[config.mk]
export PLATFORM = sky130hd
export DESIGN_NAME = i2s_master
export DESIGN_NICKNAME = d
export VERILOG_FILES = /design/src/rtl/i2s_pkg.sv /design/src/rtl/i2s_fifo.sv /design/src/rtl/i2s_master.sv
export SDC_FILE = /design/constraint.sdc
export NUM_CORES = 1
export LEC_CHECK = 0
export CAP_MARGIN = 20
export CELL_PAD_IN_SITES_DETAIL_PLACEMENT = 1
export CELL_PAD_IN_SITES_GLOBAL_PLACEMENT = 2
export CORE_MARGIN = 2
export CORE_UTILIZATION = 35
export CTS_CLUSTER_DIAMETER = 60
export CTS_CLUSTER_SIZE = 8
export DETAILED_ROUTE_END_ITERATION = 6
export PLACE_DENSITY_LB_ADDON = 0.12
export SLEW_MARGIN = 20
export SYNTH_ARGS = -nofsm -noshare
export SYNTH_HDL_FRONTEND = slang
export SYNTH_HIERARCHICAL = 1
export SYNTH_SLANG_ARGS = --single-unit
[constraint.sdc]
create_clock -name clk_soc -period 7.76 [get_ports clk_soc]
set_input_delay 2.328 -clock clk_soc [delete_from_list [all_inputs] [get_ports clk_soc]]
set_output_delay 2.328 -clock clk_soc [all_outputs]
set_load 0.02 [all_outputs]
[src/rtl/i2s_pkg.sv]
// Shared I2S definitions: sample/frame widths, bit-index width and the frame payload type.
package i2s_pkg;

  localparam int unsigned SAMPLE_W       = 24;
  localparam int unsigned FRAME_W        = 48;
  localparam int unsigned BITS_PER_FRAME = 48;
  localparam int unsigned BIT_IDX_W      = 6;

  // One stereo frame as written by the host: left sample in the upper half.
  typedef struct packed {
    logic [SAMPLE_W-1:0] left;
    logic [SAMPLE_W-1:0] right;
  } frame_t;

endpackage

[src/rtl/i2s_fifo.sv]
// Synchronous frame FIFO with registered full/empty flags and show-ahead read data.
// Ports:
//   clk_soc, reset_n   clock, async active-low reset (empties the FIFO)
//   wr_en, wr_data     enqueue request and frame; ignored while full
//   rd_en              pop request; ignored while empty
//   rd_data            frame at the head of the queue (valid while !empty)
//   full, empty        registered occupancy flags
module i2s_fifo
  import i2s_pkg::*;
#(
  parameter int unsigned FIFO_DEPTH = 16
) (
  input  logic   clk_soc,
  input  logic   reset_n,
  input  logic   wr_en,
  input  frame_t wr_data,
  input  logic   rd_en,
  output frame_t rd_data,
  output logic   full,
  output logic   empty
);

  localparam int unsigned AW = (FIFO_DEPTH > 1) ? $clog2(FIFO_DEPTH) : 1;
  localparam int unsigned CW = AW + 1;

  logic [AW-1:0] wr_ptr_q, wr_ptr_d;
  logic [AW-1:0] rd_ptr_q, rd_ptr_d;
  logic [CW-1:0] count_q, count_d;
  logic          full_q, full_d;
  logic          empty_q, empty_d;
  logic          do_wr, do_rd;

  frame_t mem_q [FIFO_DEPTH];

  // Pointer/count update; a write on a full FIFO is dropped even if a pop happens the same cycle.
  always_comb begin
    wr_ptr_d = wr_ptr_q;
    rd_ptr_d = rd_ptr_q;
    count_d  = count_q;
    do_wr    = wr_en & ~full_q;
    do_rd    = rd_en & ~empty_q;

    if (do_wr) wr_ptr_d = wr_ptr_q + AW'(1);
    if (do_rd) rd_ptr_d = rd_ptr_q + AW'(1);

    if (do_wr && !do_rd)      count_d = count_q + CW'(1);
    else if (do_rd && !do_wr) count_d = count_q - CW'(1);

    full_d  = (count_d == CW'(FIFO_DEPTH));
    empty_d = (count_d == '0);
  end

  always_ff @(posedge clk_soc or negedge reset_n) begin
    if (!reset_n) begin
      wr_ptr_q <= '0;
      rd_ptr_q <= '0;
      count_q  <= '0;
      full_q   <= 1'b0;
      empty_q  <= 1'b1;
    end else begin
      wr_ptr_q <= wr_ptr_d;
      rd_ptr_q <= rd_ptr_d;
      count_q  <= count_d;
      full_q   <= full_d;
      empty_q  <= empty_d;
    end
  end

  // Storage array needs no reset: occupancy is tracked by the pointers.
  always_ff @(posedge clk_soc) begin
    if (do_wr) mem_q[wr_ptr_q] <= wr_data;
  end

  assign rd_data = mem_q[rd_ptr_q];
  assign full    = full_q;
  assign empty   = empty_q;

endmodule

[src/rtl/i2s_master.sv]
// I2S transmitter master: buffers 48-bit stereo frames and serialises them
// MSB first with no one-bit delay (Philips timing without the delay slot).
// Ports:
//   clk_soc, reset_n   clock, async active-low reset
//   frame_in           frame to enqueue ([47:24] left, [23:0] right)
//   write_frame        enqueue strobe
//   full               FIFO holds FIFO_DEPTH frames (registered)
//   bclk, lrclk, sdata serial bit clock, word select (0 = left), data
module i2s_master
  import i2s_pkg::*;
#(
  parameter int unsigned CLK_DIV    = 25,
  parameter int unsigned FIFO_DEPTH = 16
) (
  input  logic               clk_soc,
  input  logic               reset_n,
  input  logic [FRAME_W-1:0] frame_in,
  input  logic               write_frame,
  output logic               full,
  output logic               bclk,
  output logic               lrclk,
  output logic               sdata
);

  localparam int unsigned DIV_W    = (CLK_DIV > 1) ? $clog2(CLK_DIV) : 1;
  localparam int unsigned LAST_BIT = BITS_PER_FRAME - 1;

  logic [DIV_W-1:0]     div_q, div_d;
  logic                 bclk_q, bclk_d;
  logic                 lrclk_q, lrclk_d;
  logic                 sdata_q, sdata_d;
  logic [BIT_IDX_W-1:0] bit_idx_q, bit_idx_d;
  logic [FRAME_W-1:0]   shift_q, shift_d;

  logic                 tick;
  logic                 rise;
  logic                 frame_start;
  logic                 pop;
  logic [BIT_IDX_W-1:0] bit_nxt;
  logic [FRAME_W-1:0]   load;
  frame_t               fifo_rd;
  logic                 fifo_empty;
  logic                 fifo_full;

  i2s_fifo #(
    .FIFO_DEPTH(FIFO_DEPTH)
  ) u_fifo (
    .clk_soc (clk_soc),
    .reset_n (reset_n),
    .wr_en   (write_frame),
    .wr_data (frame_t'(frame_in)),
    .rd_en   (pop),
    .rd_data (fifo_rd),
    .full    (fifo_full),
    .empty   (fifo_empty)
  );

  // Divider, bit counter and serializer; lrclk/sdata only move on the cycle bclk rises.
  always_comb begin
    div_d     = div_q;
    bclk_d    = bclk_q;
    lrclk_d   = lrclk_q;
    sdata_d   = sdata_q;
    bit_idx_d = bit_idx_q;
    shift_d   = shift_q;
    load      = '0;

    tick        = (div_q == DIV_W'(CLK_DIV - 1));
    rise        = tick & ~bclk_q;
    bit_nxt     = (bit_idx_q == BIT_IDX_W'(LAST_BIT)) ? '0 : bit_idx_q + BIT_IDX_W'(1);
    frame_start = rise & (bit_nxt == '0);
    pop         = frame_start & ~fifo_empty;

    div_d = tick ? '0 : div_q + DIV_W'(1);
    if (tick) bclk_d = ~bclk_q;

    if (rise) begin
      bit_idx_d = bit_nxt;
      lrclk_d   = (bit_nxt >= BIT_IDX_W'(SAMPLE_W));
      if (frame_start) begin
        // An empty FIFO yields a silent frame; timing is unchanged.
        if (pop) load = fifo_rd;
        sdata_d = load[FRAME_W-1];
        shift_d = {load[FRAME_W-2:0], 1'b0};
      end else begin
        sdata_d = shift_q[FRAME_W-1];
        shift_d = {shift_q[FRAME_W-2:0], 1'b0};
      end
    end
  end

  // Reset parks the index on the last left bit of a silent frame so the
  // first bclk rise starts a right half and the first frame start follows 24 bits later.
  always_ff @(posedge clk_soc or negedge reset_n) begin
    if (!reset_n) begin
      div_q     <= '0;
      bclk_q    <= 1'b0;
      lrclk_q   <= 1'b1;
      sdata_q   <= 1'b0;
      bit_idx_q <= BIT_IDX_W'(SAMPLE_W - 1);
      shift_q   <= '0;
    end else begin
      div_q     <= div_d;
      bclk_q    <= bclk_d;
      lrclk_q   <= lrclk_d;
      sdata_q   <= sdata_d;
      bit_idx_q <= bit_idx_d;
      shift_q   <= shift_d;
    end
  end

  assign full  = fifo_full;
  assign bclk  = bclk_q;
  assign lrclk = lrclk_q;
  assign sdata = sdata_q;

endmodule

### Close-up of the layout, run 1

Region (134, 72) to (174, 112) um. Cells in gray, sequential cells in the stronger gray; small squares are vias.
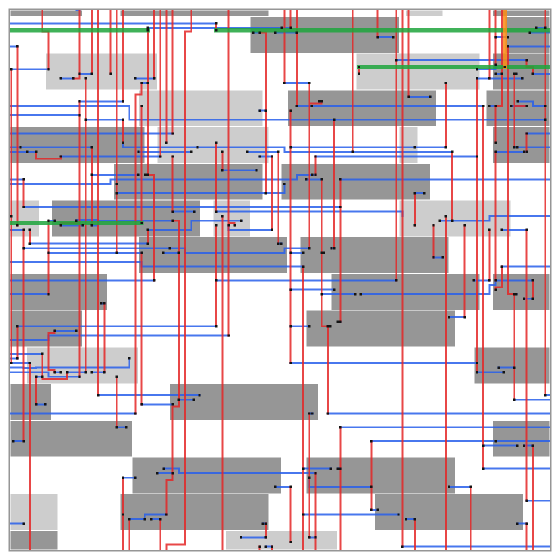
color	layer
green	metal 3
orange	metal 4
red	metal 2
blue	metal 1
most frequent	edfxtp_1 (18), mux4_2 (5), clkbuf_16 (2)
cells with their middle in the window	27
netlist names of flops here include	`u_fifo/mem_q` (18)
sequential cells in the window	18

### Signal wires on met3, run 1

Scale bar: 100 um.
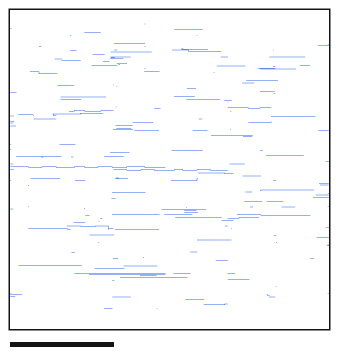
wire length on this layer	2990 um
main direction	horizontal
share of all routed wire	3.7%
nets with wire on the layer	84
longest straight run	87.9 um

==> summary.txt, run 1 <==
Figures from the implementation reports.

- The clock network fraction of design power is 43.1%.
- Per STA, the highest per-stage delay on the worst path measures 0.88 ns.
- In the post-synthesis netlist, the biggest area contributors are edfxtp_1, mux4_2, dfrtp_1.
- The register with the highest flop count reads u_fifo/mem_q.
- Sequential cells account for 50.2% of the total power.
- The met3 wire length reads 2990 um.
- The tally of unique sky130hd cells used after synthesis reads 45.
- The net total in the final layout reads 1697.
- The cell area after layout reads 37800 um2.
- The count of cells along the worst register-to-register path is 5.
- The mean instance size in the synthesized netlist is 21.5 um2.
- The post-cts gate resize count reads 0.
- The reg2reg setup slack reads 4.12 ns.
- For this run, the detailed router reports a per-instance via density of 5.33.
- The flow ran to the end, and the final reports show no timing, DRC or antenna violations.
- The type of origin of the critical path is an input port.
- The number of setup violations in the final report is 0.
- Data on the critical path is required at its endpoint by 8.09 ns.
- The measured slew at the worst slew-check pin is 1.10 ns.
- The post-route met1 wirelength is 37300 um.
- The top metal layer carrying routed signals reads met4.
- The top-level I/O count reads 55.
- The number of enable-type register cells in the synthesized netlist reads 768.
- Per the synthesis report, the simple-gate share of the synthesized area is 2.85%.
- The OpenROAD warning count is 35.
- The tightest hold margin reads 0.499 ns.
- The worst slack after detailed placement is 1.96 ns.
- The path type of the worst setup path reads input port to flop.
- For this design the total switching power over the nets is 0.00254 W.
- The via count of the first global-routing pass is 17276.
- The combinational group share of total power reads 6.7%.
- The routed length on met2 reads 39200 um.
- The worst path arrival time is 5.35 ns.
- The adder and majority cell fraction of the synthesized area reads 0.425%.
### Placed standard cells, run 1

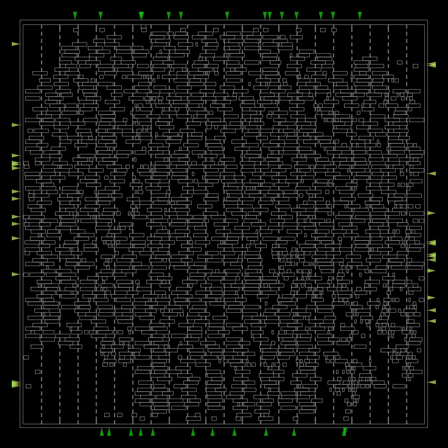
standard cell core area: 91700 um2
post-route insts no fill: 2900

-- run 1: area by class of cell --
| type | count | share of cell area (%) |
|---|---|---|
| sequential | 844 | 66.1 |
| multi-input combinational | 569 | 18.6 |
| clock buffer | 187 | 8.52 |
| tap | 1186 | 3.92 |
| timing repair buffer | 94 | 2.28 |
| clock inverter | 11 | 0.506 |
| inverter | 8 | 0.0794 |
| antenna | 1 | 0.00662 |
-- run 1: worst min-delay path by stage --
stage	slack, ns	startpoint	endpoint
after global placement	0.48	bit_idx_q[1]	bit_idx_q[1]
after floorplan	0.47	bit_idx_q[1]	bit_idx_q[1]
final	0.50	shift_q[12]	shift_q[13]
after global routing	0.52	shift_q[12]	shift_q[13]
after CTS	0.50	shift_q[12]	shift_q[13]
after detailed placement	0.49	shift_q[41]	shift_q[42]
==> inputs of run 2 (changes only) <==
==> constraint.sdc (replaced) <==
create_clock -name clk_soc -period 4.37 [get_ports clk_soc]
set_input_delay 1.311 -clock clk_soc [delete_from_list [all_inputs] [get_ports clk_soc]]
set_output_delay 1.311 -clock clk_soc [all_outputs]
set_load 0.02 [all_outputs]
==> run 2 against run 1 <==
Sequential share of layout area fell by 0.52 points. Count of clock-buffer cells in the layout rose by 13. Non-clock buffer count rose by 19. First-iteration DRC count fell by 2.6%. Synthesized cell count did not move. Largest cell class unchanged. Highest routed layer unchanged.
==> summary.txt, run 2 <==
Figures from the implementation reports.

- The run finished with clean final reports.
- The area fraction of clock buffers and clock inverters reads 8.94%.
- At the end of the flow, the number of nets in the layout was 1715.
- The tally of unique sky130hd cells used after synthesis is 45.
- The required time of the critical path reads 4.93 ns.
- The clock network fraction of design power reads 43.0%.
- The measured slew at the worst slew-check pin is 0.996 ns.
- Looking at the power breakdown, combinational cells take 6.8% of the total.
- The OpenROAD warning count is 32.
- After layout, the inverter instance count without clock inverters stands at 8.
- The routed length on met2 is 40500 um.
- Per the OpenROAD floorplan log, the area of the core is 91700 um2.
- The top-level I/O count is 55.
- According to the tapcell log, the count of inserted taps is 1186.
- The share of final layout cell area taken by non-clock buffers reads 3.00%.
- The adder and majority cell fraction of the synthesized area is 0.425%.
- The cell type taking the most area is sequential cells.
- The cell-mix breakdown from Yosys lists the simple-gate area share as 2.85%.
- The type of origin of the critical path reads a flop.
- The mean instance size in the synthesized netlist reads 21.5 um2.
- The repair_antennas step left the layout with diodes totalling 1.
- The part of the total power dissipated in sequential elements reads 50.2%.
- The count of buffers not belonging to the clock network in the layout reads 113.
- In the routed layout, each cell is associated on average with a via count of 5.33.
- The met3 wire length is 3410 um.
- The number of setup violations in the final report reads 0.
- The combinational share of cell area is 18.5%.
- The register with the highest flop count reads u_fifo/mem_q.
- The main area contributors are edfxtp_1, mux4_2, dfrtp_1.
- The setup path with the least slack is of type flop to flop.
- The number of enable-type register cells in the synthesized netlist is 768.
- The top metal layer carrying routed signals reads met4.
- In this run the power spent charging and discharging nets is 0.00447 W.
- The multi-input combinational gate total reads 569.
- The via count of the first global-routing pass reads 17314.
- The post-route report lists met1 wire length as 35200 um.
- The cell area after layout reads 38100 um2.
[run 2: cell counts after synthesis]
Identical to the previous run, type by type.
[run 2: final timing paths]
kind                            cells past startpoint  slack [ns]         start                end
min in group asynchronous                           1        0.71       reset_n       bit_idx_q[5]
max in group asynchronous                           2        2.76       reset_n  u_fifo/count_q[0]
worst max register to register                     11        1.02  bit_idx_q[0]       u_fifo/empty
worst min register to register                      1        0.50   shift_q[47]              sdata
worst min-delay path                                1        0.50   shift_q[47]              sdata
worst max-delay path                               11        1.02  bit_idx_q[0]       u_fifo/empty
[run 2: per-stage QoR]
stage / setup WS [ns] / cells
after floorplan: 0.122 / 1506
after global placement: 0.824 / 2719
after detailed placement: 0.792 / 2720
after CTS: 0.990 / 2929
after global routing: 0.737 / 2929
final: 1.02 / 2930
### Close-up of the layout, run 2

Region (134, 72) to (174, 112) um. Cells in gray, sequential cells in the stronger gray; small squares are vias.
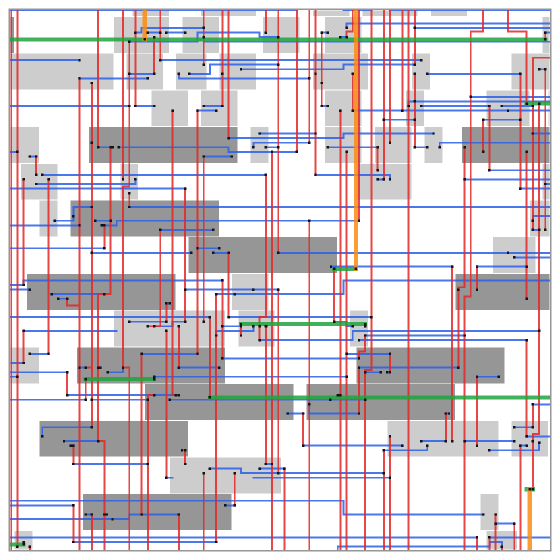
color	layer
green	metal 3
red	metal 2
orange	metal 4
blue	metal 1
sequential cells in the window	12
most frequent	buf_4 (11), edfxtp_1 (10), nand2_1 (8)
cells with their middle in the window	48
netlist names of flops here include	`u_fifo/mem_q` (10), `u_fifo/wr_ptr_q` (2)

### Signal wires on met3, run 2

Scale bar: 100 um.
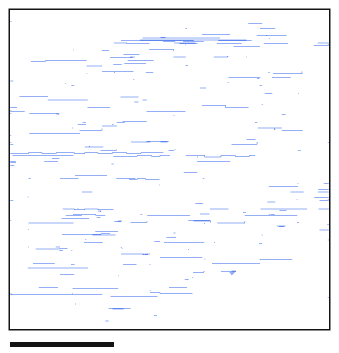
share of all routed wire	4.2%
wire length on this layer	3410 um

### Placed standard cells, run 2

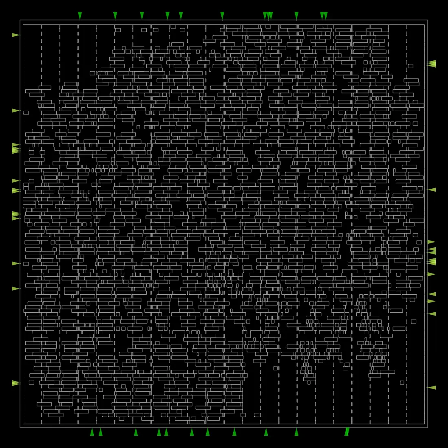
number of fill cells in the layout: 8611
layout sequential cell count: 844

==> inputs of run 3 (changes only) <==
==> constraint.sdc (replaced) <==
create_clock -name clk_soc -period 2.93 [get_ports clk_soc]
set_input_delay 0.879 -clock clk_soc [delete_from_list [all_inputs] [get_ports clk_soc]]
set_output_delay 0.879 -clock clk_soc [all_outputs]
set_load 0.02 [all_outputs]
==> run 3 against run 2 <==
Critical path depth did not move. Combinational power rose by 62%. Die size did not move. First-iteration DRC count rose by 30%. Worst hold slack got worse by 0.32 ns. Routed wire length rose by 0.33%. Count of clock-buffer cells in the layout fell by 16. Cell count rose by 0.68%. Clock power rose by 49%.
==> summary.txt, run 3 <==
Figures from the implementation reports.

- Setup slack closes at 0.169 ns.
- The worst path arrival time reads 3.35 ns.
- The worst setup path endpoint reads u_fifo/empty.
- The flow ran to the end, and the final reports show no timing, DRC or antenna violations.
- The share of final layout cell area taken by non-clock buffers reads 4.50%.
- The top-level I/O count is 55.
- The type of origin of the critical path is a flop.
- The worst reg2reg path endpoint reads u_fifo/empty.
- The met3 wire length is 3370 um.
- The net total in the final layout reads 1748.
- In the routed layout, each cell is associated on average with a via count of 5.35.
- Prior to clock tree synthesis, the placed netlist has a worst setup slack of -0.123 ns.
- The cell total after placement reads 2751.
- The path type of the worst setup path reads flop to flop.
- The share of cell area taken by flip-flops and latches is 64.4%.
- The required time of the critical path is 3.52 ns.
- The mean instance size in the synthesized netlist is 21.5 um2.
- The inverter tally of the final layout excluding the clock network is 8.
- The tightest hold margin is 0.180 ns.
- The number of antenna diodes is 1.
- For reference, the critical path is launched at bit_idx_q[0].
- The launch point of the worst reg-to-reg path reads bit_idx_q[0].
- The routed length on met2 is 39000 um.
- The core area reads 91700 um2.
- Across all register-to-register paths, the minimum setup slack is 0.17 ns.
- In this run, post-CTS repair resized a total of 3 instances.
- The main area contributors are edfxtp_1, mux4_2, dfrtp_1.
- The critical path depth reads 11.
- The number of clock-tree buffers in the layout reads 184.
- The worst register-to-register path has a depth of 11.
- The area fraction of clock buffers and clock inverters reads 8.76%.
- The post-route met1 wirelength is 37100 um.
- The register with the highest flop count is u_fifo/mem_q.
- The number of enable-type register cells in the synthesized netlist reads 768.
- The stage logs contain a warning count of 33.
- The tally of unique sky130hd cells used after synthesis is 45.
- The number of setup violations in the final report reads 0.
- The cell type taking the most area is sequential cells.
- The timing report gives the biggest stage delay along the critical path as 0.61 ns.
- After routing the design area is 38800 um2.
- The count of buffers not belonging to the clock network in the layout reads 145.
- The transition time recorded at the tightest slew-check pin is 0.779 ns.
- The most frequent cell after synthesis is edfxtp_1.
- The prevailing post-synth register cell is edfxtp_1.
- The top metal layer carrying routed signals is met5.
run 3: cell types whose count changed in the layout (fill, tap and decap cells not counted), sizes merged:
cell,change
clkinv,+6
buf,+32
inv,-4
clkinvlp,+1
clkbuf,-16
bufinv,+1
run 3: report_power, final:
| group | total (W) | switching, W | internal (W) |
|---|---|---|---|
| combinational | 0.00216 | 0.00145 | 0.000709 |
| sequential | 0.0147 | 0.000327 | 0.0143 |
| clock | 0.0125 | 0.00494 | 0.00758 |
run 3: kinds of logic (layout without fill, tap and decap cells):
kind of cell	count (synthesis)	count (layout)	synth area share (%)
compound gates	167	167	4.19
xor+xnor	13	13	0.352
fa+ha+maj	11	11	0.425
buf+inv	93	350	1.58
flops	844	844	77.1
mux	196	196	13.5
other cells	0	1	0
simple gates	182	182	2.85
### Close-up of the layout, run 3

Region (134, 72) to (174, 112) um. Cells in gray, sequential cells in the stronger gray; small squares are vias.
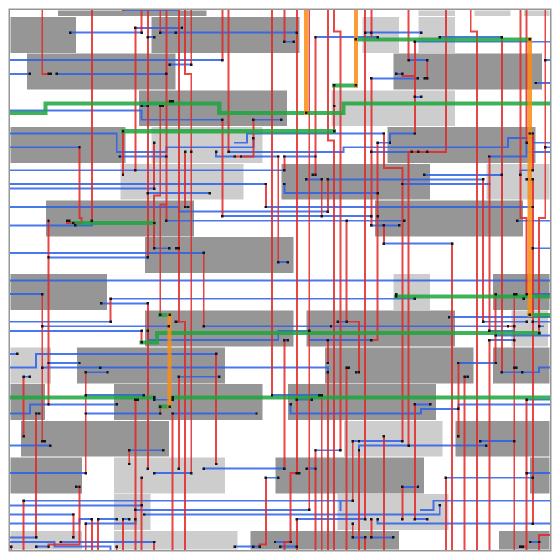
color	layer
red	metal 2
green	metal 3
orange	metal 4
blue	metal 1
most frequent	edfxtp_1 (21), mux4_2 (5)
netlist names of flops here include	`u_fifo/mem_q` (21)
sequential cells in the window	21
cells with their middle in the window	35

### Placed standard cells, run 3

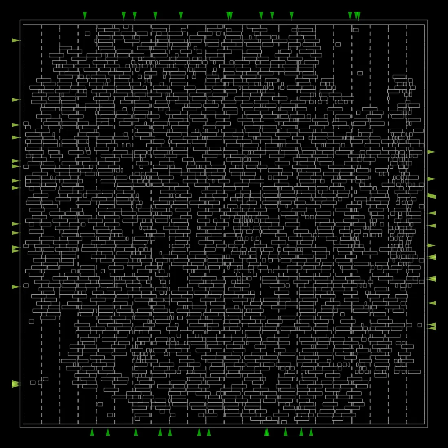
number of fill cells in the layout: 8501
Final Core Density: 42.3%
post-route insts no fill: 2950
TAP cells: 1186

### Wiring by layer, run 3

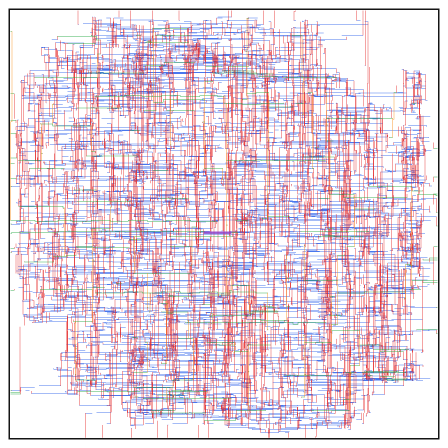
color	layer	wire length
red	metal 2	39.0 mm
green	metal 3	3370 um
purple	metal 5	18.4 um
blue	metal 1	37.1 mm
orange	metal 4	1780 um
overall routed net length: 81400 um
via count of the routed design: 15769
Routed WL per cell: 27.6 um
overall global routing resource usage: 17.6%

Power and IR drop assume default switching activity.
